### src/rtl/seq_signed_multiplier_if.sv
// Request/response bundle for the sequential signed multiplier.
// The requester drives start and both operands; the multiplier returns
// busy, a one-cycle done pulse and the registered 16-bit product.
interface seq_signed_multiplier_if;
    logic        start;
    logic [7:0]  a;
    logic [7:0]  b;
    logic        busy;
    logic        done;
    logic [15:0] result;

    // Requester side: issues operations and observes completion.
    modport master (
        output start,
        output a,
        output b,
        input  busy,
        input  done,
        input  result
    );

    // Multiplier side: accepts operations and reports the product.
    modport slave (
        input  start,
        input  a,
        input  b,
        output busy,
        output done,
        output result
    );
endinterface

### src/rtl/seq_signed_multiplier.sv
// Sequential 8x8 signed multiplier producing a 16-bit two's-complement
// product. Operands are reduced to magnitudes, multiplied by shift-add
// (one partial product per clock) and the magnitude product is negated
// when exactly one operand was negative.

// 8-bit absolute value. The result is read as unsigned, so -128 maps to
// 8'h80 (128) without any saturation.
module seq_signed_abs8 (
    input  logic [7:0] value,
    output logic [7:0] magnitude
);
    logic [7:0] inverted;
    logic [8:0] carry;
    logic [7:0] negated;

    assign inverted = ~value;
    assign carry[0] = 1'b1;

    // Ripple increment of the inverted operand forms -value.
    generate
        for (genvar gi = 0; gi < 8; gi++) begin : g_inc
            assign negated[gi]  = inverted[gi] ^ carry[gi];
            assign carry[gi+1]  = inverted[gi] & carry[gi];
        end
    endgenerate

    assign magnitude = value[7] ? negated : value;
endmodule

// 16-bit two's-complement negation. Negating zero yields zero because the
// increment carry ripples straight out of the top bit and is discarded.
module seq_signed_neg16 (
    input  logic [15:0] value,
    output logic [15:0] negated
);
    logic [16:0] carry;

    assign carry[0] = 1'b1;

    // Invert-and-increment as an explicit ripple chain.
    generate
        for (genvar gi = 0; gi < 16; gi++) begin : g_neg
            assign negated[gi] = ~value[gi] ^ carry[gi];
            assign carry[gi+1] = ~value[gi] & carry[gi];
        end
    endgenerate
endmodule

module seq_signed_multiplier (
    input  logic                         clk,
    input  logic                         rst_n,
    seq_signed_multiplier_if.slave       bus
);
    typedef enum logic [1:0] {
        IDLE = 2'd0,
        RUN  = 2'd1,
        NEG  = 2'd2
    } state_t;

    state_t      state_reg;
    state_t      state_next;

    logic [15:0] acc_reg;
    logic [15:0] mcand_reg;
    logic [7:0]  mplier_reg;
    logic [2:0]  cnt_reg;
    logic        neg_reg;
    logic [15:0] result_reg;
    logic        busy_reg;
    logic        done_reg;

    logic        load;
    logic        step;
    logic        finish;

    logic [7:0]  mag_a;
    logic [7:0]  mag_b;
    logic [15:0] acc_negated;

    seq_signed_abs8 u_abs_a (
        .value     (bus.a),
        .magnitude (mag_a)
    );

    seq_signed_abs8 u_abs_b (
        .value     (bus.b),
        .magnitude (mag_b)
    );

    seq_signed_neg16 u_neg_acc (
        .value   (acc_reg),
        .negated (acc_negated)
    );

    // State register; reset aborts any operation in flight.
    always_ff @(posedge clk or negedge rst_n) begin
        if (!rst_n) begin
            state_reg <= IDLE;
        end else begin
            state_reg <= state_next;
        end
    end

    // Next-state decode plus the per-state datapath strobes.
    always_comb begin
        state_next = state_reg;
        load       = 1'b0;
        step       = 1'b0;
        finish     = 1'b0;
        case (state_reg)
            IDLE: begin
                if (bus.start) begin
                    load       = 1'b1;
                    state_next = RUN;
                end
            end
            RUN: begin
                step = 1'b1;
                // Eighth partial product is being added on this edge.
                if (cnt_reg == 3'd7) begin
                    state_next = NEG;
                end
            end
            NEG: begin
                finish     = 1'b1;
                state_next = IDLE;
            end
            default: begin
                state_next = IDLE;
            end
        endcase
    end

    // Shift-add datapath: operand capture on accept, one partial product per RUN edge.
    always_ff @(posedge clk or negedge rst_n) begin
        if (!rst_n) begin
            acc_reg    <= 16'h0000;
            mcand_reg  <= 16'h0000;
            mplier_reg <= 8'h00;
            cnt_reg    <= 3'd0;
            neg_reg    <= 1'b0;
        end else if (load) begin
            acc_reg    <= 16'h0000;
            mcand_reg  <= {8'h00, mag_a};
            mplier_reg <= mag_b;
            cnt_reg    <= 3'd0;
            neg_reg    <= bus.a[7] ^ bus.b[7];
        end else if (step) begin
            if (mplier_reg[0]) begin
                acc_reg <= acc_reg + mcand_reg;
            end
            mcand_reg  <= mcand_reg << 1;
            mplier_reg <= mplier_reg >> 1;
            cnt_reg    <= cnt_reg + 3'd1;
        end
    end

    // Result register: sign applied once the magnitude product is complete.
    always_ff @(posedge clk or negedge rst_n) begin
        if (!rst_n) begin
            result_reg <= 16'h0000;
        end else if (finish) begin
            result_reg <= neg_reg ? acc_negated : acc_reg;
        end
    end

    // Registered status flags so busy/done carry no combinational input path.
    always_ff @(posedge clk or negedge rst_n) begin
        if (!rst_n) begin
            busy_reg <= 1'b0;
            done_reg <= 1'b0;
        end else begin
            busy_reg <= (state_next != IDLE);
            done_reg <= finish;
        end
    end

    assign bus.busy   = busy_reg;
    assign bus.done   = done_reg;
    assign bus.result = result_reg;
endmodule

### src/flat_wrapper.sv
// flat-port wrapper written by rule: the top's interface ports become plain ports
module seq_signed_multiplier_flat 
  (clk, rst_n, bus_start, bus_a, bus_b, bus_busy, bus_done, bus_result);
  seq_signed_multiplier_if bus_i ();
  input  logic clk;
  input  logic rst_n;
  input wire logic [$bits(bus_i.start)-1:0] bus_start;
  input wire logic [$bits(bus_i.a)-1:0] bus_a;
  input wire logic [$bits(bus_i.b)-1:0] bus_b;
  output wire logic [$bits(bus_i.busy)-1:0] bus_busy;
  output wire logic [$bits(bus_i.done)-1:0] bus_done;
  output wire logic [$bits(bus_i.result)-1:0] bus_result;
  assign bus_i.start = bus_start;
  assign bus_i.a = bus_a;
  assign bus_i.b = bus_b;
  assign bus_busy = bus_i.busy;
  assign bus_done = bus_i.done;
  assign bus_result = bus_i.result;
  seq_signed_multiplier u_core (.clk(clk), .rst_n(rst_n), .bus(bus_i));
endmodule
### config.mk
export PLATFORM = sky130hd
export DESIGN_NAME = seq_signed_multiplier_flat
export DESIGN_NICKNAME = d
export VERILOG_FILES = /design/src/rtl/seq_signed_multiplier_if.sv /design/src/rtl/seq_signed_multiplier.sv /design/src/flat_wrapper.sv
export SDC_FILE = /design/constraint.sdc
export NUM_CORES = 1
export LEC_CHECK = 0
export ABC_AREA = 1
export CORE_MARGIN = 1.5
export CORE_UTILIZATION = 63
export DETAILED_ROUTE_END_ITERATION = 8
export GPL_TIMING_DRIVEN = 0
export MAX_ROUTING_LAYER = met4
export PLACE_DENSITY = 0.85
export SLEW_MARGIN = 10
export SYNTH_ARGS = -nofsm -noshare
export SYNTH_HDL_FRONTEND = slang
export SYNTH_HIERARCHICAL = 1
export SYNTH_SLANG_ARGS = --single-unit
### constraint.sdc
create_clock -name clk -period 6 [get_ports clk]
set_clock_uncertainty 0.1 [all_clocks]
set_input_delay 0.6 -clock clk [delete_from_list [all_inputs] [get_ports clk]]
set_output_delay 0.6 -clock clk [all_outputs]
set_load 0.005 [all_outputs]
Run 1, M1 wires:
Cells faint in the background.
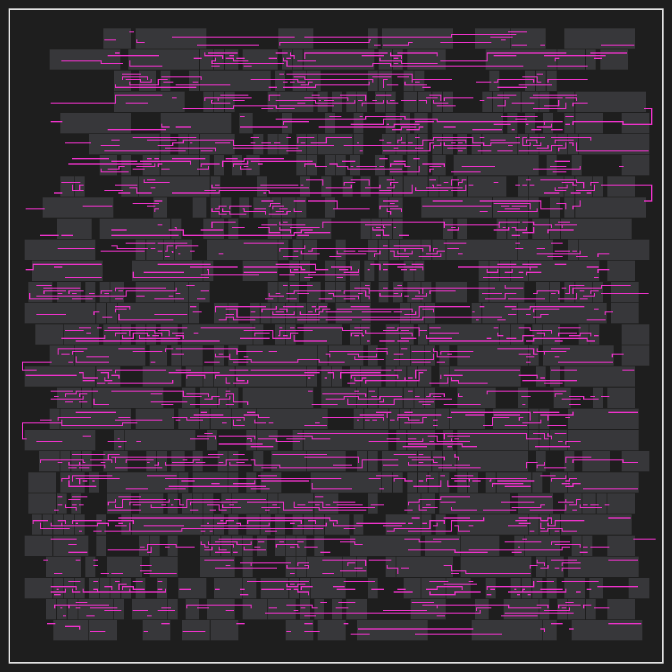
longest straight run: 29.4 µm
nets with wire on the layer: 608
Via Count: 3660
WL final: 8980 µm
met1 usage: 33.2%

Run 1, M2 wires:
The bar under the picture is 20 µm long.
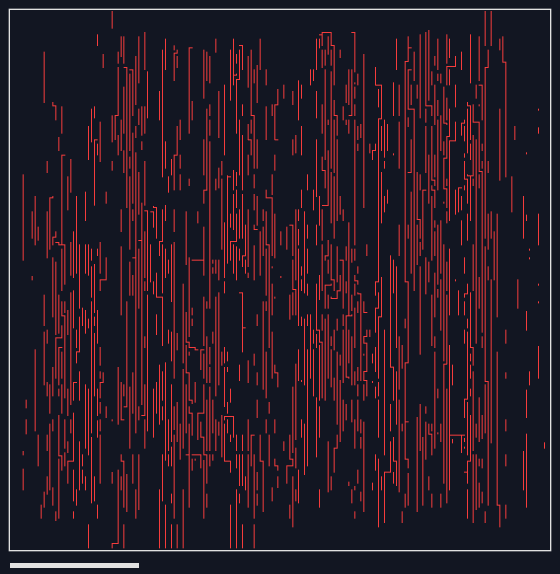
wire length on this layer: 4410 µm
main direction: vertical
share of all routed wire: 49%
routing usage on met2: 46.7%

==> metrics.csv, run 1 <==
metric,value,unit
gp_congestion,0.889,
grt_pass1_wl,15600,µm
post-dp-hpwl,6840,µm
cts_resized,0,
p_int,1.34,mW
stdcell_count,681,
dr.pass1.iters,4,
yosysWarnings,6,
die-height,83.9,µm
mi_logic_area,2040,µm²
viasPerCell,5.37,
p_leak,2.59,nW
seq_cell_count,64,
nets,662,
grt.total_usage,28.4,%
sh_comb_area,42.6,%
dominant-cell-class,combinational gates,
final_area,4790,µm²
logic_gates,371,
pre_cts_ws,2.35,ns
numPortBuffers,36,
grt_pass1_vias,3624,
cp.required,6.16,ns
syn_to_final_growth,16.2,%
synthCells,552,
ir_drop,0.000332,V
final_common_cell,nand2_1,
rows,29,
overflow,0,
synth_area,4120,µm²
path_buffers,2,
hold_path_class,in2async,
synth_cell_types,31,
path_class,reg2reg,
swShare,41.6,%
fin_util,75.5,%
dpl_cell_area,4580,µm²
drv_cap,0,
antenna_found_initial,0,
hold_buffers,0,
cts.path.max_buffers,2,
powerSeq,0.728,mW
drt_iter0_drc,167,
seqPwrFrac,31.8,%
core-area,6350,µm²
inv_count,99,
ant_nets,0,
ys_seq_share,38.8,%
post_cts_buffers,0,
finalHoldViolCount,0,
status,"finished, final reports clean",
fmax,270,MHz
finalSetupViolCount,0,
pg_comb,1.16,mW
buffer_area_share,9.74,%
finalPower,2.29,mW
worstPathArrival,3.86,ns
clkPwrFrac,17.6,%
ys_cells,552,
path_delay_family,adder cells,
syn_nets,615,
sh_seq_area,33.4,%
crit_top_cell,ha_1,
n_clock_buffer,13,
switchingPower,0.950,mW
buffers,54,
numClockSinks,64,
cp-start-kind,flop,
worst_slew_pin_slew,0.783,ns
clock_area_share,4.46,%
regArea,1600,µm²
powerDensity,477,nW/µm²
htree_levels,3,
timing.setup.tns,0,ns
dpl.cell_count,665,
holdWs,0.240,ns
wire_per_inst,13.2,µm
clock_net_power,0.403,mW
insertion_delay,0.34,ns
n_tap_cell,77,
max_stage_delay,0.44,ns
slew_headroom,47.8,%
period_used_share,61.6,%
avgSynthCellArea,7.47,µm²
io_pins,37,
drc_errors,0,
grt_max_degree,65,
Run 1, M3 wires:
The bar under the picture is 20 µm long.
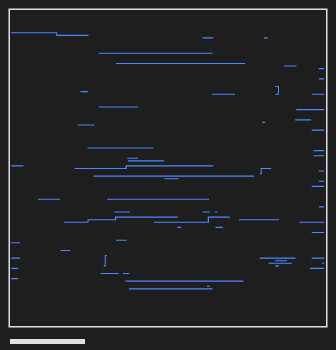
wire length on this layer: 478 µm
share of all routed wire: 5.3%
longest straight run: 42.3 µm
main direction: horizontal
met3 usage: 6.03%

Run 1, M4 wires:
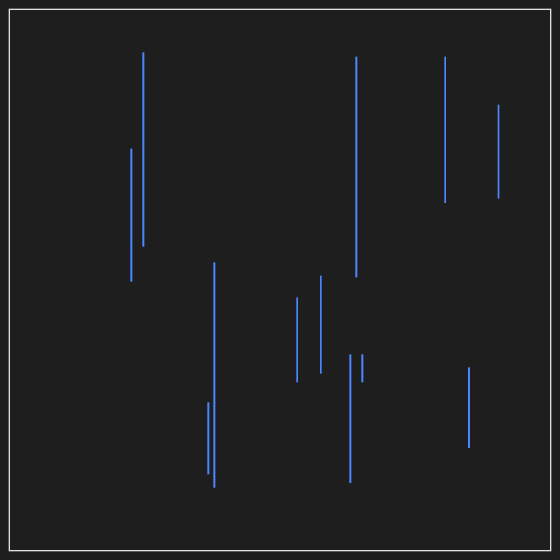
main direction: vertical
wire length on this layer: 231 µm
nets with wire on the layer: 10

==> run 1: path summary, 6_finish.rpt <==
check,startpoint,endpoint,slack (ns),depth (start not counted)
hold / removal,rst_n,u_core/bus.result[0]$_DFFE_PN0P_,0.24,1
hold reg to reg,u_core/state_reg[1]$_DFF_PN0_,u_core/state_reg[1]$_DFF_PN0_,0.36,1
setup / recovery,u_core/acc_reg[1]$_DFFE_PN0P_,u_core/bus.result[15]$_DFFE_PN0P_,2.30,20
setup reg to reg,u_core/acc_reg[1]$_DFFE_PN0P_,u_core/bus.result[15]$_DFFE_PN0P_,2.30,20
max in group asynchronous,rst_n,u_core/mcand_reg[14]$_DFFE_PN0P_,5.05,1
min in group clk,u_core/state_reg[1]$_DFF_PN0_,u_core/state_reg[1]$_DFF_PN0_,0.36,1
==> run 1: kinds of logic after synthesis <==
family | synth area share (%)
AOI/OAI and AO/OA | 10.4
DFF | 38.8
adders and majority gates | 13.5
buffers and inverters | 11.7
and+or+nand+nor | 24.7
xor gates and xnor gates | 0.850
==> run 1: cell usage after synthesis (all sizes together) <==
library cell  number  area, µm²
xnor2              3       26.3
o221ai            10       87.6
nor3               3       15.0
nor2              33        129
or2                1       6.26
inv               99        372
o22ai              7       43.8
ha                43        538
clkbuf             1       3.75
a21oi             12       63.8
buf               17        105
nand3b             3       22.5
a31oi             16        100
xor2               1       8.76
a32o               1       10.0
dfrtp             64       1600
nand2            199        754
nand4              1       6.26
o21ai             12       60.1
nand3             17       85.1
o211ai             4       30.0
fa                 1       20.0
a22o               4       35.0
==> run 1: metal layers <==
metal | routed length [µm] | GRT usage, % | up-vias
met5 | 0 | - | -
met2 | 4410 | 46.7 | 86
met3 | 478 | 6.03 | 26
li1 | - | - | 1842
met1 | 3870 | 33.2 | 1706
met4 | 230 | 13.7 | 0
==> run 1 -> run 2 <==
--- a/config.mk
+++ b/config.mk
@@ -7,11 +7,11 @@
 export LEC_CHECK = 0
 export ABC_AREA = 1
 export CORE_MARGIN = 1.5
-export CORE_UTILIZATION = 63
+export CORE_UTILIZATION = 53
 export DETAILED_ROUTE_END_ITERATION = 8
 export GPL_TIMING_DRIVEN = 0
 export MAX_ROUTING_LAYER = met4
-export PLACE_DENSITY = 0.85
+export PLACE_DENSITY = 0.76
 export SLEW_MARGIN = 10
 export SYNTH_ARGS = -nofsm -noshare
 export SYNTH_HDL_FRONTEND = slang
==> constraint.sdc (replaced) <==
create_clock -name clk -period 3 [get_ports clk]
set_clock_uncertainty 0.1 [all_clocks]
set_input_delay 0.3 -clock clk [delete_from_list [all_inputs] [get_ports clk]]
set_output_delay 0.3 -clock clk [all_outputs]
set_load 0.005 [all_outputs]
==> metrics.csv, run 2 <==
metric,value,unit,change
async_reset_ff_share,100,%,unchanged
fa_ha_area_share,13.5,%,unchanged
n_fill_cell,630,,
path_delay_family,adder cells,,
yosysMostFrequentCell,nand2_1,,
stdcell_count,707,,+3.8%
ys_cells,552,,unchanged
grt_pass1_vias,3702,,+2.2%
endpoint_kind,flop,,
finalSetupViolCount,2,,+2
dr.pass1.iters,4,,unchanged
post-dp-hpwl,6840,µm,about the same
clkSlewWorstSetupHoldPaths,0.07,ns,
syn_nets,615,,unchanged
worstPathArrival,3.24,ns,-0.62 ns
finalHoldViolCount,0,,unchanged
muxShareOfSynthArea,0,%,unchanged
ys_seq_share,38.8,%,unchanged
hold_path_class,reg2reg,,
rsz0062_at_grt,yes,,
grt.total_usage,24.5,%,-3.8 points
drive_gt1_share,10.5,%,
syn_to_final_growth,22.0,%,
dpl.cell_count,687,,+3.3%
grt_max_degree,65,,unchanged
hold_buffers,1,,+1
drc_errors,0,,unchanged
layout_top_cells,"nand2_1, inv_1, dfrtp_1",,
rows,31,,+6.9%
report.final.slew_viol_count,0,,
ys_sh_simple,24.7,%,unchanged
p_leak,2.62,nW,+0.98%
status,"finished, violations left",,
yosysWarnings,6,,unchanged
fmax,324,MHz,+20%
io_pins,37,,unchanged
initial_core_util,55.7,%,
ys_top_cells_by_area,"dfrtp_1, nand2_1, ha_1, inv_1, nor2_1",,
ant_nets,0,,unchanged
path_buffers,2,,unchanged
chipArea,8320,µm²,
post_cts_buffers,2,,+2
crit_top_cell,ha_4,,
pre_cts_ws,-0.243,ns,-2.59 ns
wire_per_inst,12.6,µm,-4.6%
cts.path.max_buffers,2,,unchanged
htree_levels,3,,unchanged
slew_headroom,46.9,%,-0.91 points
synthCells,552,,unchanged
finalPower,4.77,mW,+110%
max_stage_delay,0.38,ns,-0.06 ns
synth_cell_types,31,,unchanged
top_area_share,38.8,%,unchanged
edf_count,0,,unchanged
violations,negative setup slack,,
cts_tree,done,,
nets,666,,+0.60%
synth_area,4120,µm²,unchanged
cp-start-kind,flop,,
die-height,91.2,µm,+8.7%
timing.setup.tns,-0.150,ns,-0.150 ns
ys_chip_area,4120,µm²,
period_used_share,103,%,+41 points
numPortBuffers,36,,unchanged
viasPerCell,5.16,,-4.0%
core-area,7410,µm²,+17%
grt_pass1_wl,15800,µm,+1.7%
path_class,reg2reg,,
powerDensity,947,nW/µm²,+99%
drt_iter0_drc,199,,+19%
numClockSinks,64,,unchanged
insertion_delay,0.33,ns,about the same
warnings,29,,
cp_cell_sequence,"inv_2, ha_4, ha_4, ha_4, ha_4, ha_4, ha_4, ha_4, ha_4, ha_4, ha_4, ha_4, ha_4, ha_4, ha_4, inv_2, nand2_1, nand2_1, nand2_1, a31oi_1",,
common_cells,"nand2_1, inv_1, dfrtp_1, ha_1, nor2_1",,
ff_type,dfrtp_1,,
top_area_cell,dfrtp_1,,
top_logic_kind,simple AND/OR/NAND/NOR gates,,
worst_slew_pin_slew,0.797,ns,+0.0136 ns
setup_ws,-0.0865,ns,
overflow,0,,unchanged
drv_cap,0,,unchanged
synthXorXnorAreaFrac,0.850,%,unchanged
final_common_cell,nand2_1,,
avgSynthCellArea,7.47,µm²,unchanged
ir_drop,0.000516,V,+55%
aoi_share,10.4,%,unchanged
cp.required,3.16,ns,-3.00 ns
cts_resized,5,,+5
gp_congestion,0.887,,-0.17%
antenna_found_initial,0,,unchanged
[run 2: metrics by stage]
step | hold WS, ns | utilization [%] | area, µm²
after CTS | 0.355 | 67.8 | 5020
after global routing | 0.384 | 67.9 | 5030
after detailed placement | 0.337 | 64.4 | 4770
after floorplan | -0.0956 | - | 4290
after global placement | 0.340 | 64.4 | 4770
final | 0.354 | 67.9 | 5030
[run 2: power breakdown]
group          internal (mW)  switching [mW]
Sequential              1.21           0.235
Clock                  0.491           0.316
Combinational           1.11            1.40
[run 2: routing by layer]
layer	global-route usage (%)	routed length, µm
met3	4.61	358
met4	8.98	129
met1	28.2	3940
met2	42.5	4470
met5	-	0
[run 2: path summary, 6_finish.rpt]
path	depth (start not counted)	endpoint	slack, ns	from
max in group asynchronous	2	u_core/acc_reg[1]$_DFFE_PN0P_	1.77	rst_n
setup / recovery	20	u_core/bus.result[15]$_DFFE_PN0P_	-0.09	u_core/acc_reg[1]$_DFFE_PN0P_
hold reg to reg	1	u_core/state_reg[1]$_DFF_PN0_	0.35	u_core/state_reg[1]$_DFF_PN0_
min in group asynchronous	2	u_core/bus.result[3]$_DFFE_PN0P_	0.49	rst_n
setup reg to reg	20	u_core/bus.result[15]$_DFFE_PN0P_	-0.09	u_core/acc_reg[1]$_DFFE_PN0P_
hold / removal	1	u_core/state_reg[1]$_DFF_PN0_	0.35	u_core/state_reg[1]$_DFF_PN0_
[run 2: area by class of cell]
type	count	area (µm²)	area share (%)
Sequential cell	64	1600	31.9
Timing Repair Buffer	40	390	7.76
Buffer	18	109	2.16
Clock buffer	13	149	2.96
Tap cell	99	124	2.46
Multi-Input combinational cell	371	2220	44.1
Clock inverter	3	65.1	1.29
Inverter	99	372	7.39
Run 2, M3 wires:
The bar under the picture is 20 µm long.
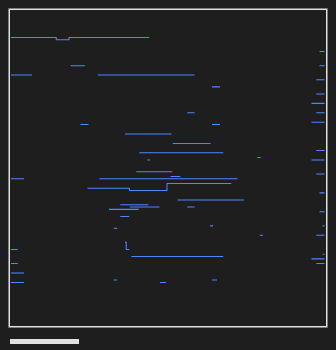
nets with wire on the layer: 45
wire length on this layer: 359 µm
main direction: horizontal
met3 usage: 4.61%
Via Count: 3646

Run 2, M2 wires:
The bar under the picture is 20 µm long.
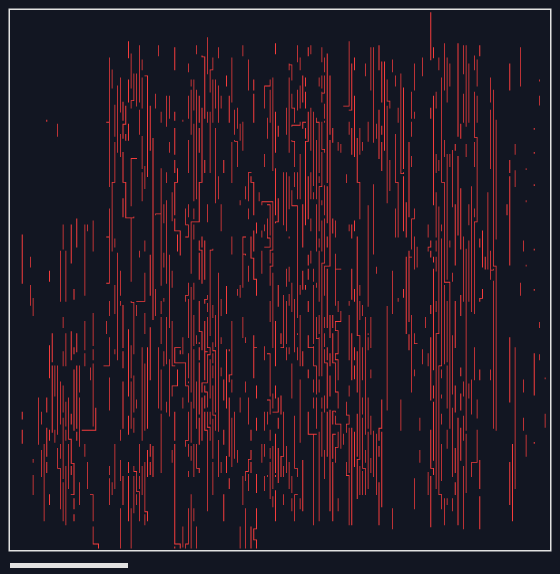
longest straight run: 30.6 µm
wire length on this layer: 4470 µm
routing usage on met2: 42.5%
WL final: 8900 µm

==> run 2 -> run 3 <==
==> constraint.sdc (replaced) <==
create_clock -name clk -period 3 [get_ports clk]
set_clock_uncertainty 0.1 [all_clocks]
set_input_delay 0.3 -clock clk [delete_from_list [all_inputs] [get_ports clk]]
set_output_delay 0.3 -clock clk [all_outputs]
set_load 0.05 [all_outputs]
==> metrics.csv, run 3 <==
metric,value,unit,change
status,"finished, violations left",,
violations,negative setup slack,,
syn_to_final_growth,22.0,%,unchanged
ant_nets,0,,unchanged
layout_top_cells,"nand2_1, inv_1, dfrtp_1",,
fin_util,67.9,%,unchanged
period_minus_slack,3.09,ns,
r2r_setup_slack,-0.09,ns,about the same
finalHoldViolCount,0,,unchanged
ff_type,dfrtp_1,,
wl,8900,µm,unchanged
core-area,7410,µm²,unchanged
cts_root_buf,clkbuf_8,,
final_common_cell,nand2_1,,
wire_per_inst,12.6,µm,unchanged
powerDensity,1020,nW/µm²,+7.3%
grt.total_usage,24.5,%,unchanged
period_used_share,103,%,unchanged
endpoint,u_core/bus.result[15]$_DFFE_PN0P_,,
drt_iter0_drc,199,,unchanged
async_reset_ff_share,100,%,unchanged
worstPathMaxFanout,2,,
post-dp-hpwl,6840,µm,unchanged
timing.setup.tns,-0.150,ns,unchanged
n_fill_cell,630,,unchanged
syn_nets,615,,unchanged
path_class,reg2reg,,
common_cells,"nand2_1, inv_1, dfrtp_1, ha_1, nor2_1",,
finalSetupViolCount,2,,unchanged
synth_area,4120,µm²,unchanged
yosysMostFrequentCell,nand2_1,,
top_area_share,38.8,%,unchanged
chipArea,8320,µm²,unchanged
reg2reg_from,u_core/acc_reg[1]$_DFFE_PN0P_,,
edf_count,0,,unchanged
numClockSinks,64,,unchanged
insertion_delay,0.33,ns,about the same
synthCells,552,,unchanged
p_leak,2.62,nW,unchanged
report.final.slew_viol_count,0,,unchanged
rsz0062_at_grt,yes,,
cts_buffers,9,,
insertedDiodeCount,0,,
drv_cap,0,,unchanged
initial_core_util,55.7,%,unchanged
ys_seq_share,38.8,%,unchanged
grt_pass1_wl,15800,µm,unchanged
viasPerCell,5.16,,unchanged
warnings,29,,unchanged
numPortBuffers,36,,unchanged
critPathLaunch,u_core/acc_reg[1]$_DFFE_PN0P_,,
yosysWarnings,6,,unchanged
hold_path_startpoint,u_core/state_reg[1]$_DFF_PN0_,,
drc_errors,0,,unchanged
cts.path.max_buffers,2,,unchanged
fmax,324,MHz,unchanged
htree_levels,3,,unchanged
stdcell_count,707,,unchanged
rows,31,,unchanged
endpoint_kind,flop,,
antenna_found_initial,0,,unchanged
worstPathArrival,3.24,ns,about the same
min_to,u_core/state_reg[1]$_DFF_PN0_,,
ys_cells,552,,unchanged
worst_slew_pin_slew,0.797,ns,unchanged
io_pins,37,,unchanged
synth_cell_types,31,,unchanged
setup_ws,-0.0865,ns,unchanged
cp-start-kind,flop,,
drive_gt1_share,10.5,%,unchanged
overflow,0,,unchanged
vias,3646,,unchanged
top_area_cell,dfrtp_1,,
r2r-end,u_core/bus.result[15]$_DFFE_PN0P_,,
nets,666,,unchanged
die-height,91.2,µm,unchanged
ys_ff,64,,
avgSynthCellArea,7.47,µm²,unchanged
hold_path_class,reg2reg,,
cts_tree,done,,
worst-r2r-cell-count,20,,unchanged
cp.required,3.16,ns,about the same
grt_pass1_vias,3702,,unchanged
ys_chip_area,4120,µm²,unchanged
ys_top_cells_by_area,"dfrtp_1, nand2_1, ha_1, inv_1, nor2_1",,
dr.pass1.iters,4,,unchanged
finalPower,5.11,mW,+7.3%
gp_congestion,0.887,,unchanged
ir_drop,0.000517,V,+0.24%
slew_headroom,46.9,%,unchanged
pre_cts_ws,-0.243,ns,unchanged
die_w,91.2,µm,
dpl.cell_count,687,,unchanged
clkSlewWorstSetupHoldPaths,0.07,ns,about the same
hold_depth,1,,unchanged
grt_max_degree,65,,unchanged
run 3: repair_timing:
item	4_1_cts	5_1_grt
pin swaps	1	1
hold buffers	1	0
setup buffers	2	1
endpoints found under the hold margin	64	0
setup endpoints to repair	3	3
resized	5	1
run 3: cell families after synthesis:
kind of cell	Yosys count	synth area share, %
flops	64	38.8
compound gates	66	10.4
simple gates	257	24.7
xor+xnor	4	0.850
fa+ha+maj	44	13.5
buf+inv	117	11.7
run 3: report_power, final:
group	internal, mW	total, mW	switching, mW
registers	1.21	1.45	0.235
clock network	0.491	0.806	0.316
logic	1.11	2.86	1.75
run 3: final cells by class:
type                    count  area (µm²)  area share (%)
repair buffers             40         390            7.76
clock inverters             3        65.1            1.29
plain buffers              18         109            2.16
inverters                  99         372            7.39
flip-flops and latches     64        1600            31.9
multi-input cells         371        2220            44.1
well taps                  99         124            2.46
clock buffers              13         149            2.96
run 3: per-layer routing:
metal  track usage, %  wire [µm]
met1             28.2       3940
met4             8.98        129
met3             4.61        358
met5                -          0
met2             42.5       4470
run 3: per-stage QoR:
step           instance area, µm²  hold WS [ns]
5_1_grt                      5030         0.384
2_1_floorplan                4290       -0.0956
3_3_place_gp                 4770         0.340
3_5_place_dp                 4770         0.337
6_report                     5030         0.354
4_1_cts                      5020         0.355
run 3: critical path, cell delays in order (launching register included):
cell     delay (ns)
dfrtp_2        0.38
inv_2          0.05
ha_4           0.15
ha_4           0.15
ha_4           0.15
ha_4           0.15
ha_4           0.15
ha_4           0.16
ha_4           0.16
ha_4           0.16
ha_4           0.15
ha_4           0.15
ha_4           0.16
ha_4           0.15
ha_4           0.16
ha_4           0.15
inv_2          0.03
nand2_1        0.04
nand2_1        0.05
nand2_1        0.05
a31oi_1        0.15
Run 3, M2 wires:
The bar under the picture is 20 µm long.
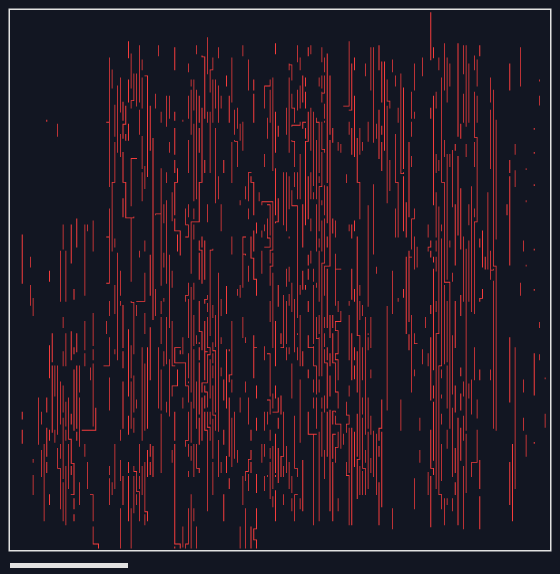
wire length on this layer: 4470 µm
main direction: vertical
nets with wire on the layer: 543
share of all routed wire: 50%
longest straight run: 30.6 µm

Run 3, M1 wires:
Cells faint in the background.
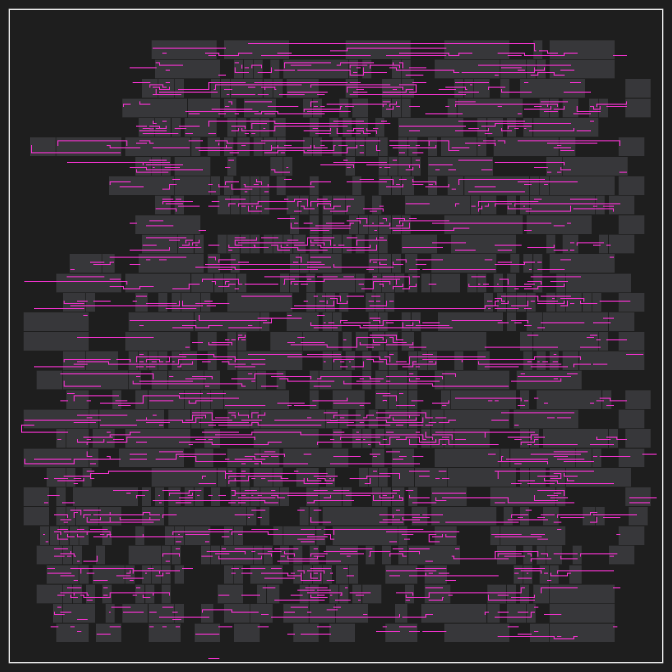
nets with wire on the layer: 612
wire length on this layer: 3940 µm
main direction: horizontal
met1 usage: 28.2%

Power and IR drop assume default switching activity.
